`src/rtl/ray_dispatcher_pkg.sv`:
```
// Shared types for the primary-ray dispatcher.
// Fixed-point vectors, camera state and core input bundle.
package ray_dispatcher_pkg;

  localparam int SCREEN_COORD_WIDTH = 16;

  typedef logic [SCREEN_COORD_WIDTH-1:0] coord_t;
  typedef logic signed [31:0] fixed_t;

  typedef struct packed {
    fixed_t x;
    fixed_t y;
    fixed_t z;
  } fixed3_t;

  typedef struct packed {
    fixed3_t eye;
    fixed3_t dir_base;
    fixed3_t pixel_dx;
    fixed3_t pixel_dy;
  } render_state_t;

  typedef struct packed {
    coord_t     x;
    coord_t     y;
    fixed3_t    origin;
    fixed3_t    dir;
    logic [3:0] bounce_level;
  } surface_input_t;

  typedef enum logic [1:0] {
    IDLE,
    ISSUE,
    DRAIN,
    DONE
  } dispatch_state_t;

  // Plain two's complement add; overflow wraps.
  function automatic fixed_t fixed_add(fixed_t a, fixed_t b);
    return a + b;
  endfunction

  function automatic fixed3_t fixed3_add(fixed3_t a, fixed3_t b);
    fixed3_t r;
    r.x = fixed_add(a.x, b.x);
    r.y = fixed_add(a.y, b.y);
    r.z = fixed_add(a.z, b.z);
    return r;
  endfunction

endpackage

```
`src/rtl/ray_dispatcher_raster_stepper.sv`:
```
// Raster walker: pixel coordinates and incremental ray directions.
// Holds on the final pixel so the frame end is stable.
module ray_dispatcher_raster_stepper
  import ray_dispatcher_pkg::*;
#(
  parameter int SCREEN_WIDTH  = 640,
  parameter int SCREEN_HEIGHT = 480
) (
  input  logic    clk,
  input  logic    resetn,
  input  logic    load,
  input  logic    step,
  input  fixed3_t dir_base,
  input  fixed3_t pixel_dx,
  input  fixed3_t pixel_dy,
  output coord_t  x,
  output coord_t  y,
  output fixed3_t cur_dir,
  output logic    last_pixel
);

  localparam coord_t X_MAX = coord_t'(SCREEN_WIDTH - 1);
  localparam coord_t Y_MAX = coord_t'(SCREEN_HEIGHT - 1);

  fixed3_t row_dir;

  assign last_pixel = (x == X_MAX) && (y == Y_MAX);

  always_ff @(posedge clk) begin
    if (!resetn) begin
      x       <= '0;
      y       <= '0;
      cur_dir <= '0;
      row_dir <= '0;
    end else if (load) begin
      x       <= '0;
      y       <= '0;
      cur_dir <= dir_base;
      row_dir <= dir_base;
    end else if (step && !last_pixel) begin
      if (x != X_MAX) begin
        x       <= x + coord_t'(1);
        cur_dir <= fixed3_add(cur_dir, pixel_dx);
      end else begin
        x       <= '0;
        y       <= y + coord_t'(1);
        row_dir <= fixed3_add(row_dir, pixel_dy);
        cur_dir <= fixed3_add(row_dir, pixel_dy);
      end
    end
  end

endmodule

```
`src/rtl/ray_dispatcher.sv`:
```
// Primary-ray front end: issues one ray per pixel into the core
// under back-pressure and tracks retired pixels to frame completion.
module ray_dispatcher
  import ray_dispatcher_pkg::*;
#(
  parameter int SCREEN_WIDTH  = 640,
  parameter int SCREEN_HEIGHT = 480
) (
  input  logic           clk,
  input  logic           resetn,
  input  logic           start,
  input  render_state_t  rs,
  input  logic           fifo_full,
  output logic           add_input,
  output surface_input_t input_data,
  input  logic           pixel_retired,
  output logic           busy,
  output logic           frame_done,
  output logic [31:0]    issued_count,
  output logic [31:0]    retired_count
);

  localparam logic [31:0] TOTAL = 32'(SCREEN_WIDTH * SCREEN_HEIGHT);

  dispatch_state_t state, next_state;

  fixed3_t     eye, dx, dy, cur_dir;
  coord_t      x, y;
  logic        last_pixel, load, counting;
  logic [31:0] next_retired;

  assign counting     = pixel_retired && (state == ISSUE || state == DRAIN);
  assign next_retired = retired_count + 32'(counting);

  always_comb begin
    next_state = state;
    add_input  = 1'b0;
    load       = 1'b0;
    unique case (state)
      IDLE: begin
        if (start) begin
          next_state = ISSUE;
          load       = 1'b1;
        end
      end
      ISSUE: begin
        add_input = !fifo_full;
        if (!fifo_full && last_pixel) next_state = DRAIN;
      end
      DRAIN: begin
        if (next_retired == TOTAL) next_state = DONE;
      end
      DONE: next_state = IDLE;
      default: next_state = IDLE;
    endcase
  end

  always_ff @(posedge clk) begin
    if (!resetn) state <= IDLE;
    else         state <= next_state;
  end

  always_ff @(posedge clk) begin
    if (!resetn) begin
      busy          <= 1'b0;
      frame_done    <= 1'b0;
      issued_count  <= '0;
      retired_count <= '0;
      eye           <= '0;
      dx            <= '0;
      dy            <= '0;
    end else begin
      busy       <= (next_state != IDLE);
      frame_done <= (next_state == DONE);
      if (load) begin
        eye           <= rs.eye;
        dx            <= rs.pixel_dx;
        dy            <= rs.pixel_dy;
        issued_count  <= '0;
        retired_count <= '0;
      end else begin
        if (add_input) issued_count <= issued_count + 32'd1;
        retired_count <= next_retired;
      end
    end
  end

  ray_dispatcher_raster_stepper #(
    .SCREEN_WIDTH (SCREEN_WIDTH),
    .SCREEN_HEIGHT(SCREEN_HEIGHT)
  ) u_stepper (
    .clk       (clk),
    .resetn    (resetn),
    .load      (load),
    .step      (add_input),
    .dir_base  (rs.dir_base),
    .pixel_dx  (dx),
    .pixel_dy  (dy),
    .x         (x),
    .y         (y),
    .cur_dir   (cur_dir),
    .last_pixel(last_pixel)
  );

  assign input_data = '{
    x:            x,
    y:            y,
    origin:       eye,
    dir:          cur_dir,
    bounce_level: 4'd0
  };

endmodule

```
`config.mk`:
```
export PLATFORM = sky130hd
export DESIGN_NAME = ray_dispatcher
export DESIGN_NICKNAME = d
export VERILOG_FILES = /design/src/rtl/ray_dispatcher_pkg.sv /design/src/rtl/ray_dispatcher_raster_stepper.sv /design/src/rtl/ray_dispatcher.sv
export SDC_FILE = /design/constraint.sdc
export NUM_CORES = 2
export LEC_CHECK = 0
export CAP_MARGIN = 20
export CELL_PAD_IN_SITES_DETAIL_PLACEMENT = 1
export CELL_PAD_IN_SITES_GLOBAL_PLACEMENT = 1
export CORE_AREA = 4 4 283 312
export DETAILED_ROUTE_END_ITERATION = 8
export DIE_AREA = 0 0 287 316
export PLACE_DENSITY_LB_ADDON = 0.1
export RECOVER_POWER = 100
export SLEW_MARGIN = 20
export SYNTH_ARGS = -nofsm -noshare
export SYNTH_HDL_FRONTEND = slang
export SYNTH_HIERARCHICAL = 1
export SYNTH_SLANG_ARGS = --single-unit
```
`constraint.sdc`:
```
create_clock -name clk -period 4.2 [get_ports clk]
set_clock_uncertainty 0.15 [all_clocks]
set_input_delay 1.05 -clock clk [delete_from_list [all_inputs] [get_ports clk]]
set_output_delay 1.05 -clock clk [all_outputs]
set_load 0.03 [all_outputs]
```
==> flow_metrics.env <==
# source this file to load flow results
export IMPL_status="finished, violations left"
export IMPL_critical_path_max_fanout=75
export IMPL_dr_first_iter_drc_count=1871
export IMPL_drt_pre_antenna_iters=5
export IMPL_number_of_distinct_standard_cells_referenced_by_the_synthesized_netlist=101
export IMPL_mean_instance_size_in_the_synthesized_netlist_sq_um=7.72
export IMPL_tritoncts_num_buffers=71
export IMPL_top_cells_by_area="sky130_fd_sc_hd__dfxtp_1 (36%), sky130_fd_sc_hd__nand2_1 (10%), sky130_fd_sc_hd__a21oi_1 (9.1%)"
export IMPL_cellLeakagePower_nw=17.7
export IMPL_failed_checks="capacitance limit, slew limit"
export IMPL_htree_levels=3
export IMPL_drv_slew=292
export IMPL_cts_tree="done"
export IMPL_yosys_area_top_type="sky130_fd_sc_hd__dfxtp_1"
export IMPL_grt_setup_unrepaired="false"
export IMPL_globalplace_congestion=0.940
export IMPL_synthAoiAreaFrac_pct=23.5
export IMPL_drc=0
export IMPL_numClockSinks=580
export IMPL_hpwl_microns=109000
export IMPL_most_common_cell="sky130_fd_sc_hd__nand2_1"
export IMPL_first_pass_grt_wire_length_microns=207000
export IMPL_max_cap_violations=1
export IMPL_synth_simple_area_share_pct=21.6
export IMPL_cp_slowest_cell="sky130_fd_sc_hd__clkbuf_1"
export IMPL_synth_seq_share_pct=36.1
[state kept, by name, summed over array words and instances, names as in the netlist]
name / cells
u_stepper/x: 16
frame_done: 1
dx: 96
issued_count: 32
u_stepper/y: 16
u_stepper/cur_dir: 96
state: 2
dy: 96
busy: 1
u_stepper/row_dir: 96
retired_count: 32
input_data: 96
[area by class of cell]
class                   count  area (sq um)
flip-flops and latches    580         11600
multi-input cells        3311         19400
repair buffers            742          7310
clock inverters            19           201
diodes                     22          55.1
well taps                1140          1430
fillers                 10403         42600
clock buffers             104          2050
inverters                  52           210
[routing by layer]
metal | track usage, % | part of all wire [%] | vias to the layer above
met4 | 15.9 | 5.7 | 12
met1 | 30.0 | 35 | 16099
met3 | 6.51 | 5.9 | 350
met2 | 57.0 | 53 | 929
li1 | - | - | 15802
met5 | 0 | 0.059 | -
[path summary, 6_finish.rpt]
| kind | end | depth (start not counted) | slack [ns] | start |
|---|---|---|---|---|
| worst max-delay path | u_stepper/row_dir[78]$_SDFFE_PN0P_ | 9 | 0.20 | start |
| worst min-delay path | input_data[144]$_SDFFE_PN0P_ | 2 | 0.30 | input_data[144]$_SDFFE_PN0P_ |
| worst max register to register | u_stepper/row_dir[40]$_SDFFE_PN0P_ | 8 | 0.25 | u_stepper/x[7]$_SDFFE_PP0P_ |
| worst min register to register | input_data[144]$_SDFFE_PN0P_ | 2 | 0.30 | input_data[144]$_SDFFE_PN0P_ |
[power by group]
group | internal [mW] | switching (mW)
clock network | 3.57 | 2.53
logic | 1.41 | 2.24
registers | 5.88 | 0.365
[through the flow]
stage	area [sq um]	worst slack (ns)
floorplan	32100	0.882
global placement	40100	0.135
detailed placement	40100	0.0593
CTS	42400	0.459
global route	42300	0.0709
finish	42300	0.202
layer_met2.png
Scale bar: 100 microns.
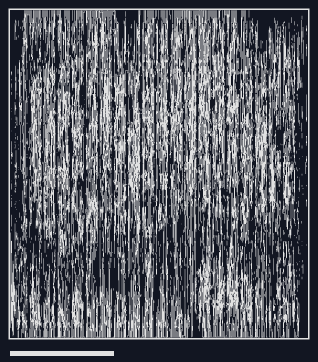
The wires run mostly vertical. The layer carries 75.1 mm of wire. The layer holds 53% of the routed length.

placement.png
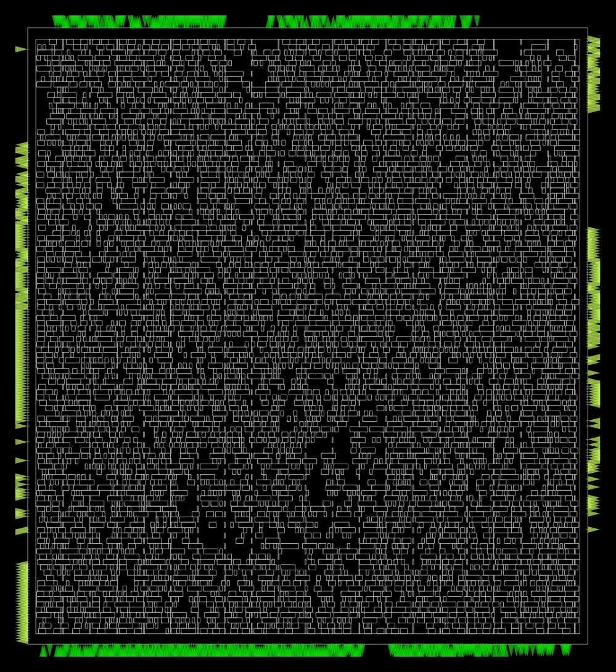
fillcell total: 10.4k
proportion of cell area occupied by registers: 27.5%
total number of placement rows: 112
tap cells: 1140

